**Met3 routing**

Scale bar: 20 um. Cells faint in the background.
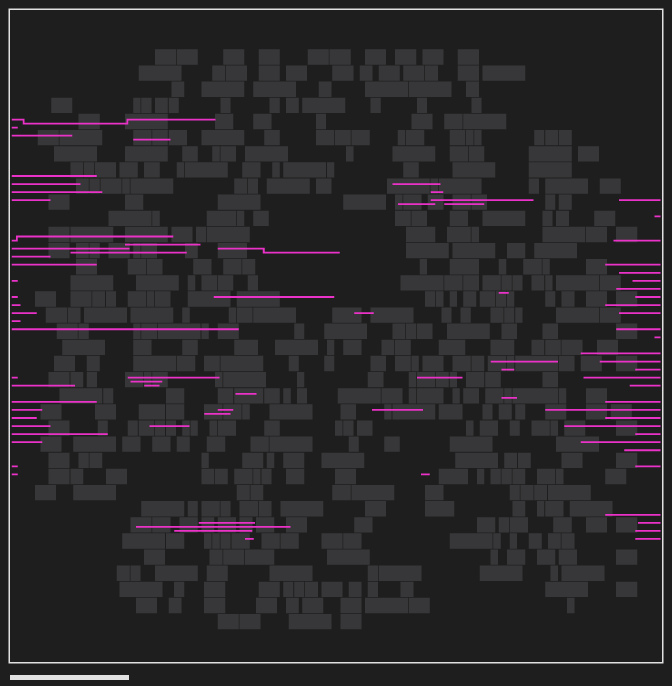
**Metal layers overlaid**

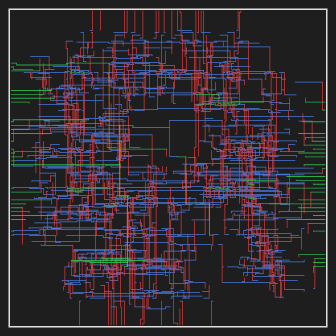
**Routing congestion**

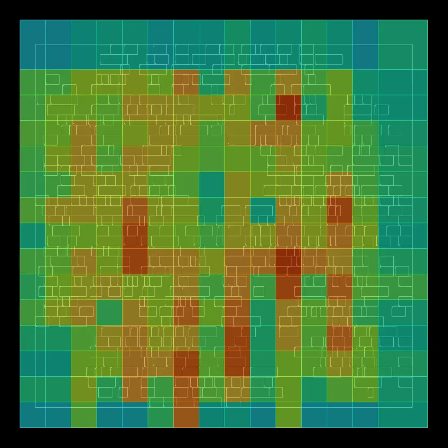
**Met2 routing**

Cells faint in the background.
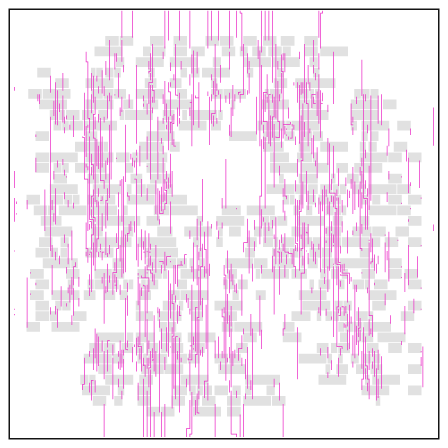
**Routed clock nets over the placement**

Scale bar: 20 um.
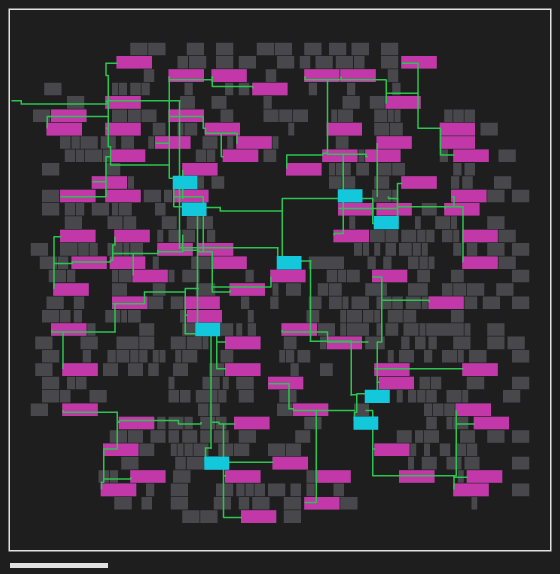
Design if_id_pipeline_flat, sky130hd; sources not shown.
==> run summary <==
run status = complete, no violations
largest net degree at the start of global routing = 60
Synth Area in Adders = 0.6882%
# port buffers = 87
antenna viol nets, final = 0
Most used DFF post-synth = dfxtp_1
Sequential Power Share = 51.9%
Switching Share = 27.67%
Slew Limit Headroom = 26.89%
CTS tree = built
Mean Syn Cell Area = 9.000 um2
Post-CTS Resized = 0
DP HPWL = 6509 um
clk slew on worst S/H paths = 0.09 ns
Yosys chip area = 3636 um2
Lkg Pwr = 1.737 nW
number of fill cells in the layout = 992
chip area = 12,080 um2
Ant. Diodes = 0
Via density = 5.450
routed wl met3 = 723 um
Yosys reg bits = 83
Worst Tran Pin Value = 1.097 ns
highest routed layer = met4
HP Class = flop to flop
Pwr per Cell Area = 529.1 nW/um2
CP Data Arrival Time = 2.52 ns
most instantiated cells after synthesis = dfxtp_1 (83), nor2_1 (49), nor3_1 (36)
CP startpoint kind = input pin
ys cells = 404
postcts setup bufs = 0
Comb pwr share = 12.6%
cell area after synthesis = 3636 um2
hold buffers post-CTS = 0
CTS Buffer Depth = 2
Yosys warning count = 0
CTS root buffer = clkbuf_8
AO/OA Area Share = 17.31%
clock sink count = 83
Synth async-reset ratio = 0%
CP max FO = 25
Dominant comb cell = simple AND/OR/NAND/NOR gates
IO Count = 88
Cell Int Power = 1.863 mW
Critical Path RT = 2.86 ns
hold path depth = 1
RD Place Congestion = 0.8669
max-cap viol count = 0
Yosys top cell by area = dfxtp_1
Achievable Freq = 448.2 MHz
Mapped Cells = 404
share of layout cells above drive strength 1 = 7.739%
fin cells = 624
flip-flops with a built-in enable = 0
Tmin final = 2.231 ns
first-pass GRT wire length = 15,750 um
-- 'met3 routing' (at the start) --
The longest straight run is 37.9 um. The layer carries 724 um of wire.
Via Count: 3,401
met3 GRT Util: 4.932%
final WL: 9614 um

-- 'metal layers overlaid' (at the start) --
Blue marks M1, wire length 4,590 um. Orange marks M4, wire length 106 um. Red marks M2, wire length 4,190 um. Green marks M3, wire length 724 um.
Wirelength per Cell: 15.41 um
GR Util All Layers: 16.41%

-- 'routing congestion' (at the start) --
busiest grt layer: met2
met1 usage: 22.27%
Final Util: 48.89%
M2 GR Usage: 25.35%

-- 'met2 routing' (at the start) --
The wires run mostly vertical. The layer holds 44% of the routed length. The layer carries 4,190 um of wire. 459 nets have wire on it. The longest straight run is 41.0 um.

-- 'routed clock nets over the placement' (at the start) --
Magenta marks flip-flops, count 83. Cyan marks clock-net drivers, count 9. Green marks clock wires, length 1,040 um.
Position of the flops: spread over the die.
clock skew: 0.01015 ns
Skew-Pair Late Insertion Delay: 0.36 ns
clock power share: 35.5%
clock network power: 0.914 mW

## per-stage QoR
step	hold WS [ns]	power (mW)	area, um2	setup TNS (ns)	util (%)
3_5_place_dp	0.4546	1.693	4677	-0.5987	46.98
6_report	0.4727	2.575	4867	0	48.89
3_3_place_gp	0.4478	1.690	4677	-0.005442	46.98
4_1_cts	0.4766	2.616	4867	0	48.89
2_1_floorplan	0.4375	1.519	3636	0	-
5_1_grt	0.4930	2.705	4867	0	48.89
## area by class of cell
| type | count | area, um2 | area share (%) |
|---|---|---|---|
| clock buffers | 9 | 123.9 | 2.545 |
| clock inverters | 7 | 66.31 | 1.362 |
| inverters | 4 | 15.01 | 0.3085 |
| multi-input cells | 286 | 1838 | 37.76 |
| flip-flops and latches | 83 | 1662 | 34.14 |
| well taps | 133 | 166.4 | 3.419 |
| repair buffers | 102 | 996.0 | 20.46 |
## worst max-delay path, cell delays in order
cell and delay (ns):
clkdlybuf4s50_1 0.43, nor2b_2 0.17, and2_1 0.19, o21ai_2 0.85, a22oi_1 0.21, nor2_1 0.13
## layout by cell type, fill, tap and decap left out, types with 2 or more instances in the layout
| cell type | synthesis | layout |
|---|---|---|
| clkdlybuf4s50_1 | 0 | 87 |
| dfxtp_1 | 83 | 83 |
| nor2_1 | 49 | 49 |
| nor3_1 | 36 | 36 |
| nor2b_1 | 32 | 31 |
| a221oi_1 | 29 | 29 |
| a22oi_1 | 25 | 25 |
| xor2_1 | 18 | 18 |
| buf_4 | 0 | 14 |
| nand3_1 | 13 | 13 |
| nand2_1 | 11 | 11 |
| nand4_1 | 10 | 10 |
| clkbuf_8 | 0 | 9 |
| xnor2_1 | 8 | 8 |
| and3_1 | 7 | 7 |
| a32o_1 | 7 | 7 |
| and2_1 | 6 | 6 |
| a21oi_1 | 6 | 6 |
| inv_1 | 4 | 4 |
| and4_1 | 4 | 4 |
| o21ai_0 | 3 | 3 |
| inv_8 | 0 | 3 |
| or2_2 | 2 | 2 |
| o211ai_1 | 2 | 2 |
| ha_1 | 2 | 2 |
| inv_6 | 0 | 2 |
| clkinvlp_4 | 0 | 2 |
## routing by layer
| metal | GRT usage (%) | vias up |
|---|---|---|
| met5 | 0 | - |
| met4 | 4.274 | 0 |
| li1 | - | 1645 |
| met1 | 22.27 | 1636 |
| met3 | 4.932 | 10 |
| met2 | 25.35 | 110 |
## power groups by stage
stage | Clock [mW] | Sequential, mW | Combinational, mW
final | 0.914 | 1.34 | 0.326
after global routing | 1.01 | 1.34 | 0.359
after CTS | 0.951 | 1.34 | 0.329
after detailed placement | 0 | 1.37 | 0.328
after global placement | 0 | 1.36 | 0.325
after floorplan | 0 | 1.37 | 0.154
## cells by family (layout without fill, tap and decap cells)
| logic type | Yosys count | count (layout) |
|---|---|---|
| flip-flops | 83 | 83 |
| adder cells (fa/ha/maj) | 2 | 2 |
| AND-OR/OR-AND | 80 | 80 |
| buffers and inverters | 35 | 122 |
| multiplexers | 1 | 1 |
| AND/OR/NAND/NOR | 177 | 177 |
| XOR/XNOR | 26 | 26 |
Power is estimated from default activity; no workload was simulated.
